**Run 1: track usage over the die**

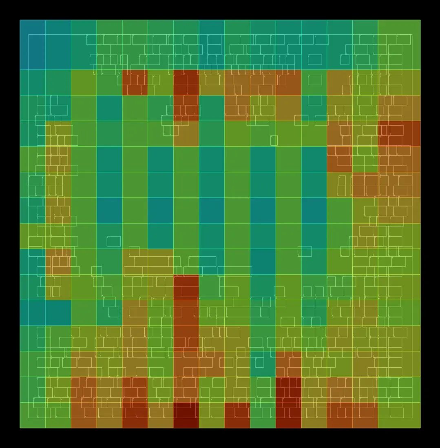
**Run 1: clock wires, drivers and flops**

The bar under the picture is 20 um long.
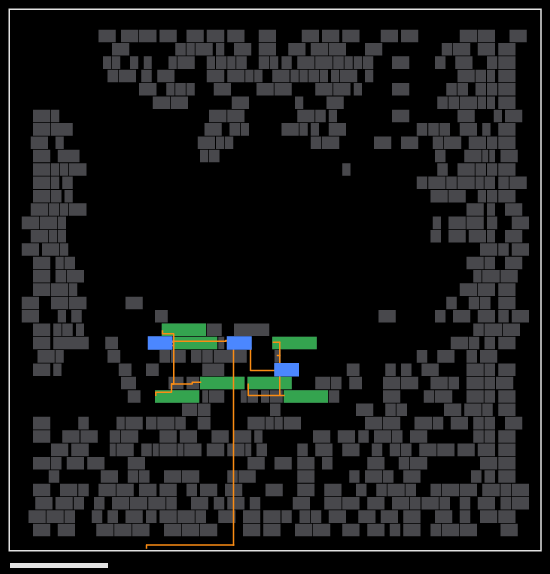
**Run 1: cell classes on the final placement**

The bar under the picture is 20 um long.
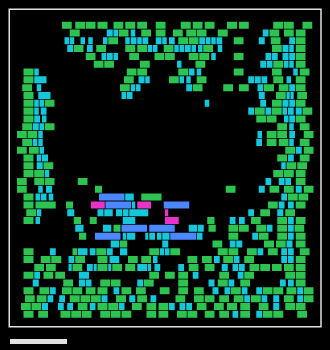
File: src/rtl/mem_port_arbiter_if.sv
// Signal bundle around mem_port_arbiter: fetch port, load/store port and BRAM side.
// slave is the arbiter's view; master is the view of the core plus memory.
interface mem_port_arbiter_if #(
  parameter int ADDR_W = 32,
  parameter int DATA_W = 32
);
  localparam int BE_W = DATA_W / 8;

  logic              if_req_i;
  logic [ADDR_W-1:0] if_addr_i;
  logic              if_gnt_o;
  logic              if_rvalid_o;
  logic [DATA_W-1:0] if_rdata_o;

  logic              ls_req_i;
  logic              ls_we_i;
  logic [BE_W-1:0]   ls_be_i;
  logic [ADDR_W-1:0] ls_addr_i;
  logic [DATA_W-1:0] ls_wdata_i;
  logic              ls_gnt_o;
  logic              ls_rvalid_o;
  logic [DATA_W-1:0] ls_rdata_o;

  logic              mem_en_o;
  logic [BE_W-1:0]   mem_we_o;
  logic [ADDR_W-1:0] mem_addr_o;
  logic [DATA_W-1:0] mem_wdata_o;
  logic [DATA_W-1:0] mem_rdata_i;

  modport slave (
    input  if_req_i, if_addr_i,
    output if_gnt_o, if_rvalid_o, if_rdata_o,
    input  ls_req_i, ls_we_i, ls_be_i, ls_addr_i, ls_wdata_i,
    output ls_gnt_o, ls_rvalid_o, ls_rdata_o,
    output mem_en_o, mem_we_o, mem_addr_o, mem_wdata_o,
    input  mem_rdata_i
  );

  modport master (
    output if_req_i, if_addr_i,
    input  if_gnt_o, if_rvalid_o, if_rdata_o,
    output ls_req_i, ls_we_i, ls_be_i, ls_addr_i, ls_wdata_i,
    input  ls_gnt_o, ls_rvalid_o, ls_rdata_o,
    input  mem_en_o, mem_we_o, mem_addr_o, mem_wdata_o,
    output mem_rdata_i
  );
endinterface

File: src/rtl/mem_port_arbiter.sv
// Shares one fixed-latency BRAM port between instruction fetch and load/store.
// LS wins contention until MAX_LS_BURST back-to-back wins, then IF gets one slot.
module mem_port_arbiter #(
  parameter int ADDR_W       = 32,
  parameter int DATA_W       = 32,
  parameter int MEM_LATENCY  = 1,
  parameter int MAX_LS_BURST = 4
) (
  input  logic              clk_sys_i,
  input  logic              rst_n_i,
  mem_port_arbiter_if.slave bus
);
  typedef struct packed {
    logic valid;
    logic is_ls;
    logic is_write;
  } owner_t;

  logic       if_gnt;
  logic       ls_gnt;
  logic       any_gnt;
  logic [3:0] burst_cnt;
  logic [3:0] burst_cnt_nxt;
  owner_t     pipe [MEM_LATENCY];
  owner_t     head;

  // NOTE: defaults first in every always_comb, so no path can leave an output unassigned (no latch).
  always_comb begin
    if_gnt = 1'b0;
    ls_gnt = 1'b0;
    if (rst_n_i) begin
      if (bus.ls_req_i && (!bus.if_req_i || burst_cnt < 4'(MAX_LS_BURST)))
        ls_gnt = 1'b1;
      else if (bus.if_req_i)
        if_gnt = 1'b1;
    end
  end

  assign any_gnt = if_gnt | ls_gnt;

  // Counts LS wins that made IF wait; any IF win or IF going idle restarts it.
  always_comb begin
    burst_cnt_nxt = burst_cnt;
    if (if_gnt || !bus.if_req_i)
      burst_cnt_nxt = '0;
    else if (ls_gnt && burst_cnt < 4'(MAX_LS_BURST))
      burst_cnt_nxt = burst_cnt + 4'd1;
  end

  assign bus.mem_en_o    = any_gnt;
  assign bus.mem_addr_o  = ls_gnt ? bus.ls_addr_i : (if_gnt ? bus.if_addr_i : '0);
  assign bus.mem_wdata_o = ls_gnt ? bus.ls_wdata_i : '0;
  assign bus.mem_we_o    = (ls_gnt && bus.ls_we_i) ? bus.ls_be_i : '0;

  // NOTE: sequential state uses <= so every stage samples pre-edge values and the shift is order-independent.
  // NOTE: the owner pipeline is control state, not storage, so every entry is reset to drop in-flight responses.
  always_ff @(posedge clk_sys_i or negedge rst_n_i) begin
    if (!rst_n_i) begin
      burst_cnt <= '0;
      for (int i = 0; i < MEM_LATENCY; i++) pipe[i] <= '0;
    end else begin
      burst_cnt <= burst_cnt_nxt;
      pipe[0]   <= '{valid: any_gnt, is_ls: ls_gnt, is_write: ls_gnt & bus.ls_we_i};
      for (int i = MEM_LATENCY - 1; i > 0; i--) pipe[i] <= pipe[i-1];
    end
  end

  // The last stage lines up with the BRAM read data for that access.
  assign head = pipe[MEM_LATENCY-1];

  assign bus.if_gnt_o    = if_gnt;
  assign bus.ls_gnt_o    = ls_gnt;
  assign bus.if_rvalid_o = head.valid & ~head.is_ls;
  assign bus.ls_rvalid_o = head.valid &  head.is_ls;
  assign bus.if_rdata_o  = (head.valid && !head.is_ls) ? bus.mem_rdata_i : '0;
  assign bus.ls_rdata_o  = (head.valid && head.is_ls && !head.is_write) ? bus.mem_rdata_i : '0;
endmodule

File: src/flat_wrapper.sv
// flat-port wrapper written by rule: the top's interface ports become plain ports
module mem_port_arbiter_flat 
#(
  parameter int ADDR_W       = 32,
  parameter int DATA_W       = 32,
  parameter int MEM_LATENCY  = 1,
  parameter int MAX_LS_BURST = 4
)
  (clk_sys_i, rst_n_i, bus_if_req_i, bus_if_addr_i, bus_if_gnt_o, bus_if_rvalid_o, bus_if_rdata_o, bus_ls_req_i, bus_ls_we_i, bus_ls_be_i, bus_ls_addr_i, bus_ls_wdata_i, bus_ls_gnt_o, bus_ls_rvalid_o, bus_ls_rdata_o, bus_mem_en_o, bus_mem_we_o, bus_mem_addr_o, bus_mem_wdata_o, bus_mem_rdata_i);
  mem_port_arbiter_if #(.ADDR_W(ADDR_W), .DATA_W(DATA_W)) bus_i ();
  input  logic clk_sys_i;
  input  logic rst_n_i;
  input wire logic [$bits(bus_i.if_req_i)-1:0] bus_if_req_i;
  input wire logic [$bits(bus_i.if_addr_i)-1:0] bus_if_addr_i;
  output wire logic [$bits(bus_i.if_gnt_o)-1:0] bus_if_gnt_o;
  output wire logic [$bits(bus_i.if_rvalid_o)-1:0] bus_if_rvalid_o;
  output wire logic [$bits(bus_i.if_rdata_o)-1:0] bus_if_rdata_o;
  input wire logic [$bits(bus_i.ls_req_i)-1:0] bus_ls_req_i;
  input wire logic [$bits(bus_i.ls_we_i)-1:0] bus_ls_we_i;
  input wire logic [$bits(bus_i.ls_be_i)-1:0] bus_ls_be_i;
  input wire logic [$bits(bus_i.ls_addr_i)-1:0] bus_ls_addr_i;
  input wire logic [$bits(bus_i.ls_wdata_i)-1:0] bus_ls_wdata_i;
  output wire logic [$bits(bus_i.ls_gnt_o)-1:0] bus_ls_gnt_o;
  output wire logic [$bits(bus_i.ls_rvalid_o)-1:0] bus_ls_rvalid_o;
  output wire logic [$bits(bus_i.ls_rdata_o)-1:0] bus_ls_rdata_o;
  output wire logic [$bits(bus_i.mem_en_o)-1:0] bus_mem_en_o;
  output wire logic [$bits(bus_i.mem_we_o)-1:0] bus_mem_we_o;
  output wire logic [$bits(bus_i.mem_addr_o)-1:0] bus_mem_addr_o;
  output wire logic [$bits(bus_i.mem_wdata_o)-1:0] bus_mem_wdata_o;
  input wire logic [$bits(bus_i.mem_rdata_i)-1:0] bus_mem_rdata_i;
  assign bus_i.if_req_i = bus_if_req_i;
  assign bus_i.if_addr_i = bus_if_addr_i;
  assign bus_if_gnt_o = bus_i.if_gnt_o;
  assign bus_if_rvalid_o = bus_i.if_rvalid_o;
  assign bus_if_rdata_o = bus_i.if_rdata_o;
  assign bus_i.ls_req_i = bus_ls_req_i;
  assign bus_i.ls_we_i = bus_ls_we_i;
  assign bus_i.ls_be_i = bus_ls_be_i;
  assign bus_i.ls_addr_i = bus_ls_addr_i;
  assign bus_i.ls_wdata_i = bus_ls_wdata_i;
  assign bus_ls_gnt_o = bus_i.ls_gnt_o;
  assign bus_ls_rvalid_o = bus_i.ls_rvalid_o;
  assign bus_ls_rdata_o = bus_i.ls_rdata_o;
  assign bus_mem_en_o = bus_i.mem_en_o;
  assign bus_mem_we_o = bus_i.mem_we_o;
  assign bus_mem_addr_o = bus_i.mem_addr_o;
  assign bus_mem_wdata_o = bus_i.mem_wdata_o;
  assign bus_i.mem_rdata_i = bus_mem_rdata_i;
  mem_port_arbiter #(.ADDR_W(ADDR_W), .DATA_W(DATA_W), .MEM_LATENCY(MEM_LATENCY), .MAX_LS_BURST(MAX_LS_BURST)) u_core (.clk_sys_i(clk_sys_i), .rst_n_i(rst_n_i), .bus(bus_i));
endmodule
File: config.mk
export PLATFORM = sky130hd
export DESIGN_NAME = mem_port_arbiter_flat
export DESIGN_NICKNAME = d
export VERILOG_FILES = /design/src/rtl/mem_port_arbiter_if.sv /design/src/rtl/mem_port_arbiter.sv /design/src/flat_wrapper.sv
export SDC_FILE = /design/constraint.sdc
export NUM_CORES = 1
export LEC_CHECK = 0
export CORE_AREA = 2 2 106 108
export CTS_BUF_LIST = sky130_fd_sc_hd__clkbuf_8
export CTS_CLUSTER_DIAMETER = 60
export DETAILED_ROUTE_END_ITERATION = 6
export DIE_AREA = 0 0 108 110
export GPL_TIMING_DRIVEN = 1
export PLACE_DENSITY = 0.68
export SLEW_MARGIN = 10
export SYNTH_ARGS = -nofsm -noshare
export SYNTH_HDL_FRONTEND = slang
export SYNTH_SLANG_ARGS = --single-unit
File: constraint.sdc
create_clock -name clk_sys_i -period 3.52 [get_ports clk_sys_i]
set_input_delay 0.704 -clock clk_sys_i [delete_from_list [all_inputs] [get_ports clk_sys_i]]
set_output_delay 0.704 -clock clk_sys_i [all_outputs]
set_load 0.02 [all_outputs]
==> Slide: Implementation Results, run 1 <==
Flow Results at a Glance

Status
  – Outcome: finished, final reports clean

Synth
  – Area reported by Yosys stat: 1740 um^2
  – Post-Syn Area: between 1500 and 2000 um^2
  – Mapped Cells: 265
  – Dominant flop cell: dfrtp_1
  – # Cells Yosys: 265
  – Net count after synthesis: 403
  – Post-synth ARST share: 1.000
  – Distinct lib cells: 24
  – Synthesized registers: 7
  – Seq share, synth: 0.1006
  – Top cells by count, synth: and2_1 (66), nand3_1 (64), and3_1 (34)
  – Cell area leaders: and2_1 (24%), nand3_1 (18%), and3_1 (12%)
  – Top-count cell post-synth: and2_1
  – Area share of the leading cell type in the synthesized netlist: 0.2372
  – Synth Warn #: 0
  – Area leader, netlist: and2_1
  – Flip-flops with a built-in enable: 0
  – Synth Area per Inst: 6.568 um^2

Global route
  – Met1 Track Usage GR: 0.1776
  – Global-route wire length before repair: 15.23 mm
  – Total track usage: 0.1596
  – GRT Residual Overflow: 0
  – Met2 GRT Util: 0.3140
  – Pin count of the biggest net entering global routing: 54
  – Top Usage Layer GRT: met2
  – Vias in the first global route: around 2900

Drt
  – Routed WL: around 10 mm
  – Vias: ~3000
  – First-pass DRT Iterations: 5
  – Post-DRT Antenna Nets: 0
  – Metal-1 WL: between 3 and 4 mm
  – Wire length on met3: slightly below 900 um
  – Drt drc: 0
  – DR top layer: met4
  – Iteration-0 DRC count of the detailed router: 211
  – Routed met2 length: 5.490 mm

CTS
  – Clock latency on the worst-skew pair: 220 ps
  – Longest Clk Path Bufs: 2
  – Buffers inserted during post-CTS setup optimization: 0
  – CTS Hold Bufs: 0
  – CTS tree: yes
  – Post-CTS Resized: 0
  – # H-tree levels: 1
  – Clock sinks: 7
  – CTS clk-pin slew, worst paths: 40 ps
  – Clock Tree Root: clkbuf_8
  – CTS buffer count: 3

Job
  – Tool Warnings: 26
  – Max-cap violations: 0

Place
  – Dpl cells: 654
  – Hpwl dp: 8.479 mm
  – Cell Area, Placed: 4546 um^2
  – I/O Buffers: 273

Critical path
  – Crit end category: output pin
  – Worst setup SP type: primary input
  – Setup Crit Path Kind: in -> out
  – Worst path required time: 2820 ps
  – Crit-path max FO: 33
  – Worst Path Arrival: 2590 ps

Final timing
  – Final hold violation count: 0
  – FMAX: 303.8 MHz
  – Final clock skew: 0.2400 ps
  – Worst setup margin: around 230 ps
  – Tightest Pin Transition: ~1000 ps
  – Setup tns final: 0 ps
  – Endpoints failing setup: 0
  – RSZ-0062 raised after global routing: false
  – Final slew viol count: 0
  – Fin Hold WS: 471.3 ps
  – Final min period: 3291 ps

Min path
  – Worst Hold Class: in -> async

Floorplan
  – Chip height: 110 um
  – Fp util: 0.1627
  – I/O pins: 274
  – Core area: between 10000 and 15000 um^2
  – Die Size: 11880 um^2
  – Die Span X: 108 um

Final layout
  – Final nets: 657
  – Diodes inserted: 0
  – Layout cells sized above 1: 0.04633
  – Final Core Density: 0.4291
  – Area grow syn2layout: 163.8%
  – Non-Filler Instances: 658
  – Final instance area: approximately 4600 um^2

Power
  – Leak: 1.784 nW
  – Pwr/cell area: around 150 nW/um^2
  – Maximum vdd drop: ~0.11 mV
  – Overall Power: 701.8 uW
Back to the opening pictures, 'track usage over the die':
drt wl/cell: 15.72 um
met3 global-route usage: 0.03351

Back to the opening pictures, 'clock wires, drivers and flops':
clock drivers: drawn in blue, count 3. flip-flops: drawn in green, count 7. clock wires: drawn in orange, length 146 um.
There are 4 routed clock nets.

Back to the opening pictures, 'cell classes on the final placement':
flops: drawn in blue, cells 7, share of their area 4.0%. other buffers and delay cells: drawn in green, cells 284, share of their area 64%. clock drivers and dummy loads: drawn in magenta, cells 4, share of their area 1.0%. combinational and other logic: drawn in cyan, cells 223, share of their area 31%.

## run 1: cell families after synthesis
group,after synthesis,synth area share
compound gates,38,0.1510
fa+ha+maj,1,0.007188
simple gates,184,0.6233
buf+inv,35,0.1179
flops,7,0.1006
## run 1: final timing paths
kind,start,slack [ps],cells past startpoint,end
worst max-delay path,bus_if_req_i,230,4,bus_mem_wdata_o[19]
worst min-delay path,rst_n_i,470,2,u_core.burst_cnt[2]
worst max register to register,u_core.burst_cnt[3],1890,2,u_core.head[0]
worst min register to register,u_core.burst_cnt[1],520,1,u_core.burst_cnt[1]
max in group asynchronous,rst_n_i,2630,2,u_core.burst_cnt[3]
min in group clk_sys_i,u_core.burst_cnt[1],520,1,u_core.burst_cnt[1]
## run 1: cell type report
class                      instances  area, um^2
tap                              140       175.2
multi-input combinational        223        1360
clock buffer                       3       41.29
fill                            1082        6107
clock inverter                     1       3.754
timing repair buffer             284        2835
sequential                         7       175.2
## run 1: layout by cell type, fill, tap and decap left out, drive strengths merged
cell	instances
clkdlybuf4s50	272
buf	12
o21a	2
and2	67
nor3	4
ha	1
o22ai	32
and3b	1
and3	34
nor2b	2
nand3b	1
nor4b	1
inv	1
dfrtp	7
nor2	2
nand2	7
o41ai	1
a22o	2
o21ai	1
nor3b	1
nand3	64
clkbuf	3
## run 1: state kept, by name (all words and copies together) (netlist names)
register          flops
u_core.burst_cnt      4
u_core.head           3
## run 1: power by group
part,switching [mW],internal (mW),total [mW]
sequential,0.00154,0.0836,0.0851
clock,0.0333,0.0752,0.108
combinational,0.215,0.293,0.508
## run 1: critical path: stages
cell and delay [ps]:
clkdlybuf4s50_1 510, o21ai_2 440, and3_1 300, clkdlybuf4s50_1 620
==> run 2: changes to the inputs <==
clock period = 3.8 ns   (was 3.52 ns; I/O delays follow)
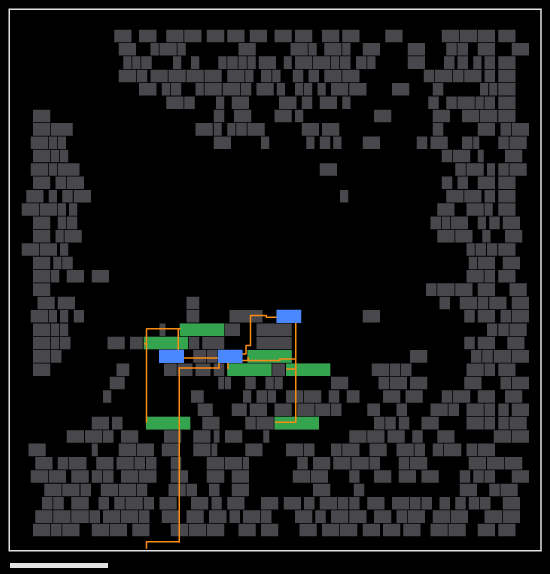
**Above:** run 2 (clock wires, drivers and flops).
The bar under the picture is 20 um long.
flip-flops: drawn in green, count 7. clock drivers: drawn in blue, count 3. clock wires: drawn in orange, length 162 um.
There are 4 routed clock nets.

==> Slide: Implementation Results, run 2 <==
Flow Results at a Glance

Final layout
  – Diodes inserted: 0
  – Final-layout clock buffer total: 3
  – Non-clock buffer share: 0.6164
  – Largest register FFs: 4
  – Logic area: 1360 um^2
  – Multi-input gates: around 220
  – ClkCell Share: 0.009844
  – Dominant logic cell type in the layout: clkdlybuf4s50_1
  – Final nets: around 660
  – Nonclk buf count: 282
  – Reg with most FFs: u_core.burst_cnt
  – Layout cells sized above 1: 0.04264

Synth
  – Flip-flops with a built-in enable: 0
  – Distinct lib cells: 24
  – Area share of the leading cell type in the synthesized netlist: 0.2372
  – Seq share, synth: 0.1006
  – Post-synth ARST share: 1.000
  – # Cells Yosys: 265
  – Area leader, netlist: and2_1
  – Post-Syn Area: roughly 1700 um^2
  – Net count after synthesis: just over 400
  – Cell area leaders: and2_1 (24%), nand3_1 (18%), and3_1 (12%)
  – Top-count cell post-synth: and2_1
  – Top cells by count, synth: and2_1 (66), nand3_1 (64), and3_1 (34)
  – Mapped Cells: 265
  – Synth Area per Inst: 6.568 um^2
  – Synthesized registers: 7

Power
  – Overall Power: 650.6 uW
  – Pwr/cell area: 142.2 nW/um^2

Status
  – Outcome: finished, final reports clean

CTS
  – Clock latency on the worst-skew pair: ~230 ps
  – Buffers inserted during post-CTS setup optimization: 0
  – CTS clk-pin slew, worst paths: roughly 40 ps
  – Post-CTS Resized: 0
  – Clock sinks: 7
  – Clock Tree Root: clkbuf_8
  – Longest Clk Path Bufs: 2
  – CTS tree: yes

Critical path
  – Worst setup SP type: primary input
  – Critical Path, Cell by Cell: clkdlybuf4s50_1, buf_4, nand3_1, o22ai_1, clkdlybuf4s50_1
  – Worst path required time: a little over 3000 ps
  – Worst Path Arrival: approximately 2800 ps
  – Setup Crit Path Kind: in -> out
  – Crit end category: output pin
  – CP max stage delay: 650 ps

Final timing
  – Endpoints failing setup: 0
  – Tightest Pin Transition: 986.7 ps
  – Final slew viol count: 0
  – Final min period: 3519 ps
  – Final hold violation count: 0
  – FMAX: 284.2 MHz

Place
  – I/O Buffers: 273
  – Dpl cells: 652
  – Hpwl dp: between 8 and 9 mm

Global route
  – Pin count of the biggest net entering global routing: 54
  – Global-route wire length before repair: between 10 and 15 mm
  – Vias in the first global route: 2729

Floorplan
  – Chip height: 110 um
  – Die Size: 11880 um^2
  – Core area: 10700 um^2
  – I/O pins: about 270
  – Fp util: 0.1627
  – Tap cells: between 100 and 150

Job
  – Tool Warnings: 26
  – Max-cap violations: 0

Drt
  – Drt drc: 0
  – Vias: 2988
  – Routed WL: around 10 mm
  – Drt wl/cell: 15.96 um
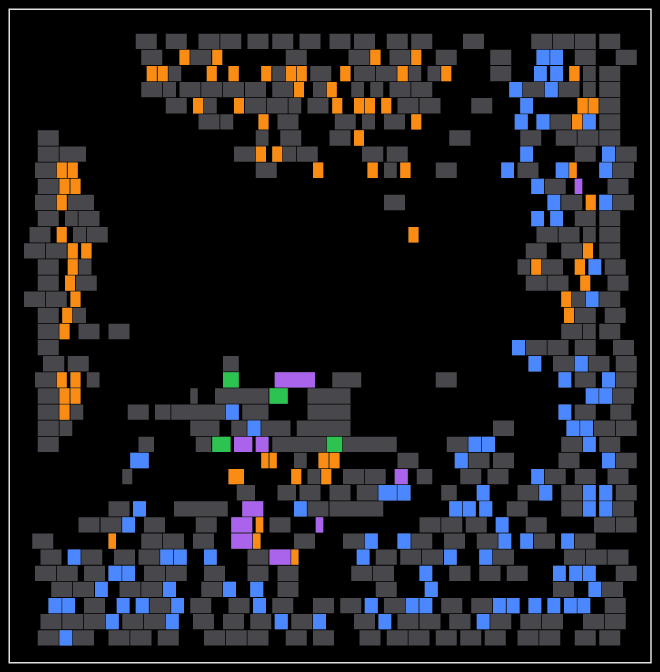
**Above:** run 2 (gate families picked out).
NOR gates: drawn in purple, cells 10, most used nor3_2, where south. NAND gates: drawn in orange, cells 72, most used nand3_1. AND-OR and OR-AND gates: drawn in green, cells 4. AND and OR gates: drawn in blue, cells 102, most used and2_1, where spread over the die.

## run 2: cell counts after synthesis
Identical to the previous run, type by type.
## run 2: worst max-delay path, delay by kind of cell
kind	cells	cell delay, ps
AOI/OAI and AO/OA	1	190
and+or+nand+nor	1	130
buffers and inverters	3	1650
## run 2: where the power goes
part | internal [mW] | total (mW) | switching, mW
clock network | 0.0698 | 0.102 | 0.0321
registers | 0.0774 | 0.0788 | 0.00142
logic | 0.270 | 0.470 | 0.200
## run 2: metrics by stage
| stage | util | worst slack (ps) |
|---|---|---|
| after floorplan | - | 1366 |
| after global placement | 0.4235 | 357.7 |
| after detailed placement | 0.4235 | 274.8 |
| after CTS | 0.4277 | 271.6 |
| after global routing | 0.4277 | 153.5 |
| final | 0.4277 | 281.4 |
## run 2: per-layer routing
metal | global-route usage | up-vias | part of all wire
met5 | 0 | - | 0
met4 | 0.03663 | 0 | 0.016
met3 | 0.03175 | 12 | 0.079
met2 | 0.3046 | 141 | 0.53
met1 | 0.1779 | 1384 | 0.38
li1 | - | 1451 | -
## run 2: path summary, 6_finish.rpt
path / from / cells after the start / to / slack (ps)
setup reg to reg: u_core.burst_cnt[3] / 2 / u_core.head[0] / 2190
max in group asynchronous: rst_n_i / 2 / u_core.burst_cnt[3] / 2830
setup / recovery: bus_ls_req_i / 5 / bus_mem_addr_o[27] / 280
hold / removal: rst_n_i / 2 / u_core.head[0] / 530
min in group clk_sys_i: u_core.burst_cnt[1] / 1 / u_core.burst_cnt[1] / 540
hold reg to reg: u_core.burst_cnt[1] / 1 / u_core.burst_cnt[1] / 540
## run 2: cell families (layout without fill, tap and decap cells)
family,count (synthesis),count (layout),share of synthesized area
simple gates,184,184,0.6233
compound gates,38,38,0.1510
buf+inv,35,286,0.1179
flops,7,7,0.1006
fa+ha+maj,1,1,0.007188
==> run 3: changes to the inputs <==
GPL_ROUTABILITY_DRIVEN = 0   (was default)
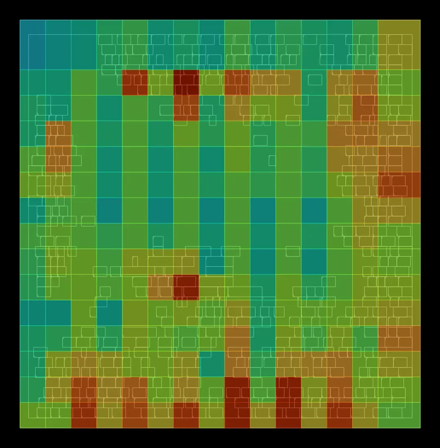
**Above:** run 3 (track usage over the die).
total track usage: 0.1580
met2 GRT Util: 0.3046
drt wl/cell: 15.96 um
Top Usage Layer GRT: met2
Final Core Density: 0.4277

==> Slide: Implementation Results, run 3 <==
Flow Results at a Glance

CTS
  – Clock latency on the worst-skew pair: approximately 230 ps
  – Post-CTS Resized: 0
  – Buffers inserted during post-CTS setup optimization: 0
  – CTS tree: yes
  – Longest Clk Path Bufs: 2
  – Clock sinks: 7
  – CTS clk-pin slew, worst paths: around 40 ps
  – CTS buffer count: 3

Drt
  – Drt drc: 0
  – Routed WL: 10.47 mm
  – First-pass DRT Iterations: 4

Power
  – Leak: 1.772 nW
  – Maximum vdd drop: between 0.1 and 0.15 mV
  – Overall Power: around 650 uW

Place
  – Dpl ws: 274.8 ps
  – I/O Buffers: 273
  – Hpwl dp: 8.409 mm

Floorplan
  – Core area: 10700 um^2
  – Chip height: ~110 um

Final timing
  – FMAX: 284.2 MHz
  – Final clock skew: ~3.3 ps
  – Final slew viol count: 0
  – Worst setup margin: between 200 and 300 ps
  – Endpoints failing setup: 0

Job
  – Max-cap violations: 0

Final layout
  – Sequential standard cell area: about 180 um^2
  – Largest register FFs: 4
  – Area grow syn2layout: 162.9%
  – Final nets: 655

Status
  – Outcome: finished, final reports clean

Synth
  – Dominant flop cell: dfrtp_1
  – # Cells Yosys: 265
  – Area reported by Yosys stat: about 1700 um^2
  – Top cells by count, synth: and2_1 (66), nand3_1 (64), and3_1 (34)
  – Area leader, netlist: and2_1
  – Distinct lib cells: 24

Global route
  – Met3 global-route usage: 0.03175
  – GRT Residual Overflow: 0
  – Pin count of the biggest net entering global routing: between 50 and 60
  – Global-route wire length before repair: 14.90 mm

Critical path
  – Worst setup SP type: primary input
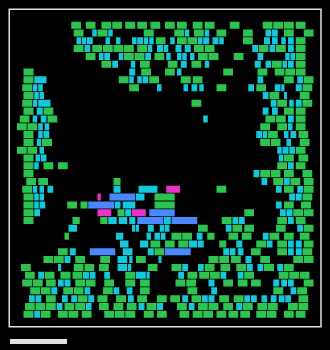
**Above:** run 3 (cell classes on the final placement).
The bar under the picture is 20 um long.
flops: drawn in blue, cells 7, share of their area 4.0%. clock drivers and dummy loads: drawn in magenta, cells 4, share of their area 1.0%. combinational and other logic: drawn in cyan, cells 223, share of their area 31%. other buffers and delay cells: drawn in green, cells 282, share of their area 64%.

==> run 3: cell counts after synthesis <==
No cell type changed its count.
==> run 3: worst paths after layout <==
| check | endpoint | slack [ps] | startpoint | cells past startpoint |
|---|---|---|---|---|
| max | bus_mem_addr_o[27] | 280 | bus_ls_req_i | 5 |
| min | u_core.head[0] | 530 | rst_n_i | 2 |
| max reg2reg | u_core.head[0] | 2190 | u_core.burst_cnt[3] | 2 |
| min reg2reg | u_core.burst_cnt[1] | 540 | u_core.burst_cnt[1] | 1 |
| max in group asynchronous | u_core.burst_cnt[3] | 2830 | rst_n_i | 2 |
| min in group clk_sys_i | u_core.burst_cnt[1] | 540 | u_core.burst_cnt[1] | 1 |
==> run 3: critical path, stage by stage <==
cell and delay, ps:
clkdlybuf4s50_1 630, buf_4 370, nand3_1 130, o22ai_1 190
clkdlybuf4s50_1 650
==> run 3: routing by layer <==
| metal | vias up | wire length [um] |
|---|---|---|
| met2 | 141 | 5542 |
| met1 | 1384 | 3938 |
| met5 | - | 0 |
| li1 | 1451 | - |
| met3 | 12 | 826 |
| met4 | 0 | 164 |
==> run 3: cell type report <==
| cell class | count | area share |
|---|---|---|
| multi-input cells | 223 | 0.2972 |
| clock buffers | 3 | 0.009024 |
| repair buffers | 282 | 0.6164 |
| well taps | 140 | 0.03828 |
| clock inverters | 1 | 0.0008203 |
| flip-flops and latches | 7 | 0.03828 |
==> run 3: report_power, final <==
part,switching (mW),internal (mW)
registers,0.00142,0.0774
clock network,0.0321,0.0698
logic,0.200,0.270
total,0.234,0.417
==> run 3: kinds of logic (layout without fill, tap and decap cells) <==
group,count (synthesis),after routing,synth area share
compound gates,38,38,0.1510
fa+ha+maj,1,1,0.007188
buf+inv,35,286,0.1179
flops,7,7,0.1006
simple gates,184,184,0.6233
No activity file was given, so power comes from the tool's default toggle rates.
